`config.mk`:
```
export PLATFORM = sky130hd
export DESIGN_NAME = fgen_sweep_ctrl
export DESIGN_NICKNAME = d
export VERILOG_FILES = /design/src/rtl/fgen_sweep_ctrl.sv
export SDC_FILE = /design/constraint.sdc
export NUM_CORES = 1
export LEC_CHECK = 0
export ABC_AREA = 1
export CAP_MARGIN = 5
export CORE_ASPECT_RATIO = 1.5
export CORE_MARGIN = 4
export CORE_UTILIZATION = 40
export CTS_CLUSTER_SIZE = 8
export DETAILED_ROUTE_END_ITERATION = 10
export SLEW_MARGIN = 30
export SYNTH_ARGS = -nofsm -noshare
export SYNTH_HDL_FRONTEND = slang
export SYNTH_SLANG_ARGS = --single-unit
```
`constraint.sdc`:
```
create_clock -name clk -period 4.31 [get_ports clk]
set_clock_uncertainty 0.2 [all_clocks]
set_input_delay 1.0775 -clock clk [delete_from_list [all_inputs] [get_ports clk]]
set_output_delay 1.0775 -clock clk [all_outputs]
set_load 0.02 [all_outputs]
```
`src/rtl/fgen_sweep_ctrl.sv`:
```
// Frequency-sweep sequencer: steps the clkdiv divider from a start to a stop value, holding each step for dwell+1 waveform periods.
// Latency: config is visible one cycle after start; each divider update is visible one cycle after the period_tick that triggers it.
// Backpressure: none; start is ignored while busy, and a done pulse reports completion.
// Optional feature macro FGEN_SWEEP_PINGPONG_EN adds a 'pingpong' input that makes the sweep bounce endlessly between start and stop.
module fgen_sweep_ctrl #(
  parameter int DIV_W   = 6,
  parameter int SEL_W   = 2,
  parameter int DWELL_W = 4
) (
  input  logic               clk,
  input  logic               rst,
  input  logic               start,
  input  logic               abort,
  input  logic               period_tick,
  input  logic [SEL_W-1:0]   wave_in,
  input  logic [DIV_W-1:0]   div_start,
  input  logic [DIV_W-1:0]   div_stop,
  input  logic [DIV_W-1:0]   step_sz,
  input  logic [DWELL_W-1:0] dwell,
`ifdef FGEN_SWEEP_PINGPONG_EN
  input  logic               pingpong,
`endif
  output logic [SEL_W-1:0]   sel,
  output logic [DIV_W-1:0]   div,
  output logic               busy,
  output logic               done
);

  typedef enum logic [1:0] {
    S_IDLE = 2'd0,
    S_RUN  = 2'd1,
    S_DONE = 2'd2
  } state_t;

  // Controller state and registered outputs.
  state_t             r_state;
  logic [SEL_W-1:0]   r_sel;
  logic [DIV_W-1:0]   r_div;
  logic               r_busy;
  logic               r_done;
  logic [DWELL_W-1:0] r_dwell_cnt;
  logic               r_dir;       // 1 = counting up, 0 = counting down
  logic               r_fwd;       // 1 = forward leg (toward stop), 0 = return leg (toward start)

  // Shadow copy of the configuration, captured at start so live pin changes cannot disturb a sweep.
  logic [DIV_W-1:0]   r_org;
  logic [DIV_W-1:0]   r_stop;
  logic [DIV_W-1:0]   r_step;
  logic [DWELL_W-1:0] r_dwell;
  logic [SEL_W-1:0]   r_wave;
  logic               r_pp;

  logic [DIV_W:0]     w_step;
  logic [DIV_W-1:0]   w_term;
  logic [DIV_W-1:0]   w_term_back;
  logic [DIV_W-1:0]   w_div_next;
  logic [DIV_W-1:0]   w_div_turn;
  logic               w_pp_in;

`ifdef FGEN_SWEEP_PINGPONG_EN
  assign w_pp_in = pingpong;
`else
  assign w_pp_in = 1'b0;
`endif

  // Move cur one step toward term, in DIV_W+1 bits, landing exactly on term instead of passing or wrapping.
  function automatic logic [DIV_W-1:0] step_toward(
    input logic [DIV_W-1:0] cur,
    input logic [DIV_W:0]   stp,
    input logic [DIV_W-1:0] term,
    input logic             up
  );
    logic [DIV_W:0]   ext;
    logic [DIV_W-1:0] res;
    if (up) begin
      ext = {1'b0, cur} + stp;
      if (ext > {1'b0, term}) res = term;
      else                    res = ext[DIV_W-1:0];
    end else begin
      ext = {1'b0, cur} - stp;
      // MSB set means the subtraction borrowed below zero.
      if (ext[DIV_W] || (ext < {1'b0, term})) res = term;
      else                                    res = ext[DIV_W-1:0];
    end
    return res;
  endfunction

  // Step size of zero would stall the sweep forever, so it is treated as one.
  always_comb begin
    w_step = {1'b0, r_step};
    if (r_step == '0) w_step = {{DIV_W{1'b0}}, 1'b1};
  end

  // Terminal of the current leg, plus the next divider in both the current and the reversed direction.
  always_comb begin
    w_term      = r_fwd ? r_stop : r_org;
    w_term_back = r_fwd ? r_org  : r_stop;
    w_div_next  = step_toward(r_div, w_step, w_term, r_dir);
    w_div_turn  = step_toward(r_div, w_step, w_term_back, ~r_dir);
  end

  // Sweep FSM; priority is rst, then abort, then start, then period_tick.
  always_ff @(posedge clk) begin
    if (rst) begin
      r_state     <= S_IDLE;
      r_sel       <= '0;
      r_div       <= '0;
      r_busy      <= 1'b0;
      r_done      <= 1'b0;
      r_dwell_cnt <= '0;
      r_dir       <= 1'b1;
      r_fwd       <= 1'b1;
      r_org       <= '0;
      r_stop      <= '0;
      r_step      <= '0;
      r_dwell     <= '0;
      r_wave      <= '0;
      r_pp        <= 1'b0;
    end else if (abort) begin
      // Divider holds its last value so the datapath sees no frequency jump; the mute select silences it.
      r_state     <= S_IDLE;
      r_sel       <= '0;
      r_busy      <= 1'b0;
      r_done      <= 1'b0;
      r_dwell_cnt <= '0;
    end else begin
      case (r_state)
        S_IDLE: begin
          // period_tick is deliberately ignored here, even in the same cycle as start.
          if (start) begin
            r_org       <= div_start;
            r_stop      <= div_stop;
            r_step      <= step_sz;
            r_dwell     <= dwell;
            r_wave      <= wave_in;
            r_pp        <= w_pp_in;
            r_div       <= div_start;
            r_sel       <= wave_in;
            r_busy      <= 1'b1;
            r_dwell_cnt <= '0;
            r_dir       <= (div_start <= div_stop);
            r_fwd       <= 1'b1;
            r_state     <= S_RUN;
          end
        end
        S_RUN: begin
          // Only period boundaries advance the sweep, so div never changes mid-waveform.
          if (period_tick) begin
            if (r_dwell_cnt != r_dwell) begin
              r_dwell_cnt <= r_dwell_cnt + 1'b1;
            end else begin
              r_dwell_cnt <= '0;
              if (r_div == w_term) begin
                if (r_pp) begin
                  r_dir <= ~r_dir;
                  r_fwd <= ~r_fwd;
                  r_div <= w_div_turn;
                end else begin
                  r_state <= S_DONE;
                  r_done  <= 1'b1;
                  r_busy  <= 1'b0;
                  r_sel   <= '0;
                end
              end else begin
                r_div <= w_div_next;
              end
            end
          end
        end
        S_DONE: begin
          r_done  <= 1'b0;
          r_state <= S_IDLE;
        end
        default: begin
          r_state <= S_IDLE;
          r_sel   <= '0;
          r_busy  <= 1'b0;
          r_done  <= 1'b0;
        end
      endcase
    end
  end

  assign sel  = r_sel;
  assign div  = r_div;
  assign busy = r_busy;
  assign done = r_done;

  // The shadow wave select is consumed at start; the copy is kept for visibility in the register map.
  logic w_unused_wave;
  assign w_unused_wave = ^r_wave;

endmodule

```
Figure 1. M1 wires (run 1).
Drawn at 4 px/µm. Supply wires on this layer in grey. Cells faint in the background.
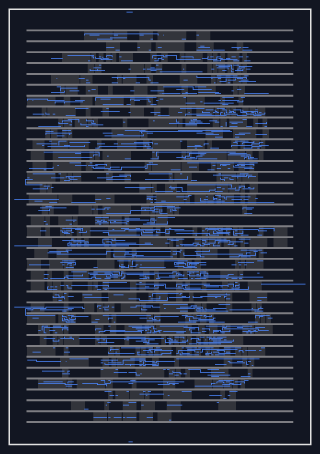
longest straight run = 29.9 µm
nets with wire on the layer = 449
vias: 2,632
total wire length: 7.22 mm
met1 Use GR: 0.194

Figure 2. The metal 2 layer (run 1).
Drawn at 4 px/µm.
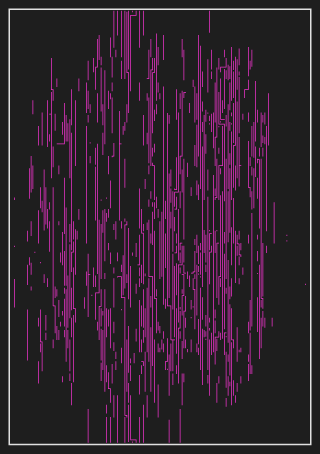
main direction = vertical
share of all routed wire = 55%
wire length on this layer = 3,940 µm
GRT met2 Usage: 0.356

==> impl_metrics.tcl, run 1 <==
# collected from the flow reports
set metrics [dict create \
    rr_worst_depth 20 \
    yosysMostFrequentCell "nand2_1" \
    synthTopCellsByArea "dfxtp_1 25%, ha_1 14%, nand2_1 10%" \
    slew_violations 0 \
    cpMostUsedCell "nand2_1" \
    hpwl_mm 6.03 \
    die_w_um 75.0 \
    firstDrtPassIters 4 \
    stdcell_count 509 \
    power_density_nw_per_um2 320 \
    leakagePower_nw 1.55 \
    grt_pass1_vias 2583 \
    worst_slack_ns 0.770 \
    synth-edff-count 0 \
    timing.rr.start "r_step[3]" \
    drc 0 \
    worstSetupPathType "reg2reg" \
    cap_violations 0 \
    cts_setup_buffers 0 \
    arrival_ns 3.49 \
    max_stage_delay_ns 0.40 \
    run_status "complete, no violations" \
    grt_pass1_wl_mm 11.8 \
    combinationalPowerShare 0.446 \
    crit_chain "nor3_1 -> a31o_2 -> ha_1 -> inv_1 -> fa_1 -> nand3b_1 -> nand2_1 -> nand2_2 -> nand2_1 -> inv_1 -> ha_1 -> nand2_1 -> nor2_1 -> nand4_1 -> a21oi_1 -> nand3_1 -> nand3_1 -> nand3_1 -> nand2_1 -> a21oi_2" \
    synth_chip_area_um2 2690 \
    grt_overflow_total 0 \
    crit_path_end "div[5]" \
    synth_area_leader_cell "dfxtp_1" \
]
Figure 3. Metal 3 (run 1).
Drawn at 6 px/µm. Cells faint in the background.
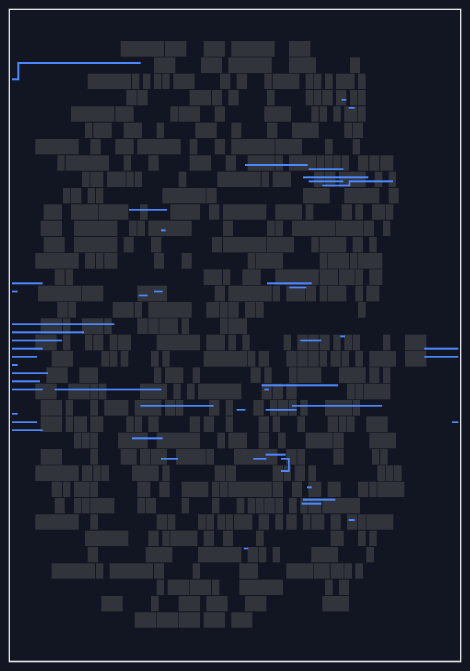
nets with wire on the layer = 38
share of all routed wire = 3.7%
wire length on this layer = 266 µm
longest straight run = 20.2 µm
main direction = horizontal
met3 Resource Use GR: 0.0251

Figure 4. Signal wires on met4 (run 1).
Drawn at 3 px/µm. Supply wires on this layer in grey. Cells faint in the background.
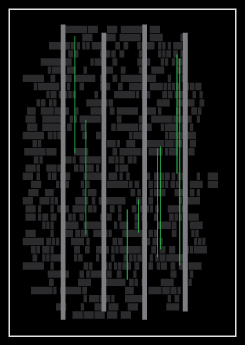
longest straight run = 68.7 µm
nets with wire on the layer = 8

==> run 1: metal layers <==
layer	up-vias	part of all wire	wire length, µm	global-route usage
li1	1359	-	-	-
met1	1188	0.38	2720	0.194
met2	66	0.55	3940	0.356
met3	19	0.037	265	0.0251
met4	0	0.040	289	0.0929
met5	-	0	0	0
==> run 1: power by group through the flow <==
stage / Sequential (mW) / Clock (mW) / Combinational, mW
after global routing: 0.345 / 0.243 / 0.518
after CTS: 0.343 / 0.234 / 0.457
after detailed placement: 0.350 / 0 / 0.454
after floorplan: 0.349 / 0 / 0.329
final: 0.343 / 0.226 / 0.457
after global placement: 0.349 / 0 / 0.450
==> run 1: state kept, by name, summed over array words and instances (netlist names) <==
| signal | cells |
|---|---|
| busy | 1 |
| r_state | 2 |
| r_stop | 6 |
| div | 6 |
| r_dir | 1 |
| r_dwell_cnt | 4 |
| r_dwell | 4 |
| r_step | 6 |
| sel | 2 |
| done | 1 |
==> run 1: per-stage QoR <==
stage	hold slack, ns	instance area [µm²]	util
6_report	0.270	3210	0.491
5_1_grt	0.287	3210	0.491
4_1_cts	0.269	3210	0.491
3_5_place_dp	0.256	3120	0.478
3_3_place_gp	0.254	3120	0.478
2_1_floorplan	0.259	2690	-
==> run 1: critical path, delay by kind of cell (launching register included) <==
family          cells  cell delay, ns
fa+ha+maj           3            0.90
buf+inv             2            0.13
flops               1            0.33
simple gates       12            1.37
compound gates      3            0.50
==> run 1: worst min path at each step <==
stage,start,to,depth (start not counted)
3_3_place_gp,busy,busy,2
3_5_place_dp,sel[0],sel[0],2
6_report,busy,busy,2
5_1_grt,sel[1],sel[1],2
2_1_floorplan,r_step[5],r_step[5],2
4_1_cts,sel[0],sel[0],2
==> run 1: cells in the final DEF (no fill, tap or decap), drive strengths merged <==
| master | count |
|---|---|
| nand4 | 10 |
| a21oi | 39 |
| fa | 2 |
| xor2 | 9 |
| clkbuf | 5 |
| nand3 | 39 |
| nor3 | 5 |
| dfxtp | 33 |
| a31o | 1 |
| clkinv | 2 |
| or2 | 2 |
| nor4 | 1 |
| inv | 61 |
| ha | 31 |
| nand3b | 2 |
| clkinvlp | 1 |
| o21bai | 1 |
| nand2 | 80 |
| nor2 | 44 |
| o211ai | 2 |
| clkdlybuf4s50 | 38 |
| o21ai | 21 |
| xnor2 | 4 |
==> run 1: area by class of cell <==
class                           instances  area (µm²)
Multi-Input combinational cell        293        1760
Inverter                               61         229
Timing Repair Buffer                   38         380
Clock buffer                            5        68.8
Sequential cell                        33         661
Tap cell                               76        95.1
Clock inverter                          3        17.5
Fill cell                             690        3320
==> run 1: cell families after synthesis <==
| group | Yosys count |
|---|---|
| buffers and inverters | 70 |
| DFF | 33 |
| and+or+nand+nor | 183 |
| adders and majority gates | 33 |
| AOI/OAI and AO/OA | 64 |
| xor gates and xnor gates | 13 |
==> run 1 -> run 2 <==
clock period = 3.7 ns   (was 4.31 ns; I/O delays follow)
Figure 5. Metal 3 (run 2).
Drawn at 6 px/µm. Cells faint in the background.
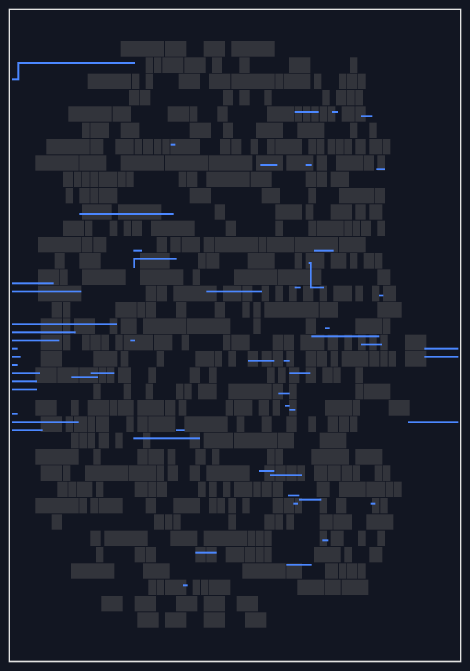
longest straight run = 19.3 µm
nets with wire on the layer = 41
share of all routed wire = 3.4%
main direction = horizontal
total wire length: 7.28 mm
vias: 2,621
met3 Resource Use GR: 0.0279

==> impl_metrics.tcl, run 2 <==
# collected from the flow reports
set metrics [dict create \
    run_status "complete, no violations" \
    root_buffer "clkbuf_8" \
    grt_pass1_wl_mm 11.9 \
    cts_setup_buffers 0 \
    rr_worst_depth 21 \
    ios 39 \
    syn_inst 396 \
    synth-edff-count 0 \
    slew_violations 0 \
    wl_met2_mm 3.92 \
    drive_above_1_share 0.110 \
    drc 0 \
    hold_path_depth 2 \
    synth_area_leader_cell "dfxtp_1" \
    hpwl_mm 6.12 \
    route.met3.wl_um 246 \
    ff_type "dfxtp_1" \
    grt_usage 0.192 \
    hold_ws_ns 0.267 \
    synth_chip_area_um2 2690 \
    yosysMostFrequentCell "nand2_1" \
    viasPerCell 5.12 \
    worstSetupPathType "reg2reg" \
    worst_slack_ns 0.252 \
    wl_per_cell_um 14.2 \
    crit_path_end_kind "register" \
    die_h_um 108 \
    leakagePower_nw 1.57 \
    grt_setup_unrepaired "false" \
    synthTopCellsByArea "dfxtp_1 25%, ha_1 14%, nand2_1 10%" \
    hp-class "reg2reg" \
    grt_pass1_vias 2507 \
    core_region_area_um2 6530 \
    setup_violations 0 \
    die_w_um 75.0 \
    ys_cells 396 \
    mostFrequentLayoutCells "74 x nand2_1, 51 x inv_1, 40 x nor2_1" \
    setup.worst_path.start_class "register" \
    top_layer_used "met4" \
    arrival_ns 3.47 \
    cap_violations 0 \
    cts_tree "built" \
    n_antenna_cell 0 \
    finalHoldViolations 0 \
    dieArea_um2 8130 \
    power_density_nw_per_um2 372 \
    firstDrtPassIters 4 \
    wl_met1_mm 2.70 \
    grt_overflow_total 0 \
    final_common_cell "nand2_1" \
]
Figure 6. M1 wires (run 2).
Drawn at 4 px/µm. Supply wires on this layer in grey. Cells faint in the background.
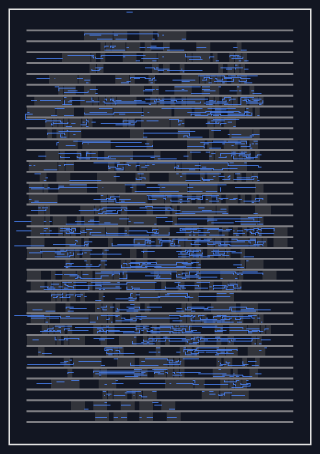
longest straight run = 25.3 µm
main direction = horizontal
met1 Use GR: 0.200

-- run 2: power breakdown --
part | switching (mW) | internal [mW] | total [mW]
sequential | 0.0224 | 0.376 | 0.398
combinational | 0.329 | 0.217 | 0.546
clock | 0.137 | 0.130 | 0.267
total | 0.489 | 0.722 | 1.21
-- run 2: path summary, 6_finish.rpt --
path                   from     end  slack, ns
setup reg to reg  r_step[3]  div[5]       0.25
hold reg to reg      sel[0]  sel[0]       0.27
hold / removal       sel[0]  sel[0]       0.27
setup / recovery  r_step[3]  div[5]       0.25
-- run 2: cell families after synthesis --
family | count (synthesis) | synth area share
AOI/OAI and AO/OA | 64 | 0.139
xor gates and xnor gates | 13 | 0.0423
buffers and inverters | 70 | 0.101
adders and majority gates | 33 | 0.159
DFF | 33 | 0.245
and+or+nand+nor | 183 | 0.313
-- run 2: final cells by class --
class	count	area [µm²]
timing repair buffer	41	403
clock buffer	5	68.8
inverter	61	229
sequential	33	661
clock inverter	3	17.5
tap	76	95.1
multi-input combinational	293	1790
fill	646	3270
-- run 2: layer usage --
layer  GRT usage  vias up
met4       0.112        0
li1            -     1360
met2       0.350       67
met1       0.200     1164
met5           0        -
met3      0.0279       30
-- run 2: per-stage QoR --
step	total power, mW	utilization	std cells	area (µm²)
global placement	0.934	0.482	504	3150
detailed placement	0.941	0.482	504	3150
finish	1.21	0.499	512	3260
CTS	1.21	0.495	512	3230
floorplan	0.789	-	396	2690
global route	1.32	0.499	512	3260
-- run 2: worst max-delay path: stages (launching register included) --
cell and delay, ns:
dfxtp_1 0.34, nor3_2 0.17, a31o_2 0.22, ha_4 0.16, inv_1 0.05, fa_1 0.40, nand3b_1 0.19, nand2_1 0.09
nand2_2 0.06, nand2_1 0.11, inv_1 0.06, ha_1 0.29, nand2_1 0.07, nor2_2 0.10, nand4_1 0.16, nand2_2 0.16
nand3_4 0.11, nand2_1 0.07, nand3_1 0.10, nand3_1 0.11, nand2_1 0.07, a21oi_2 0.10
No activity file was given, so power comes from the tool's default toggle rates.
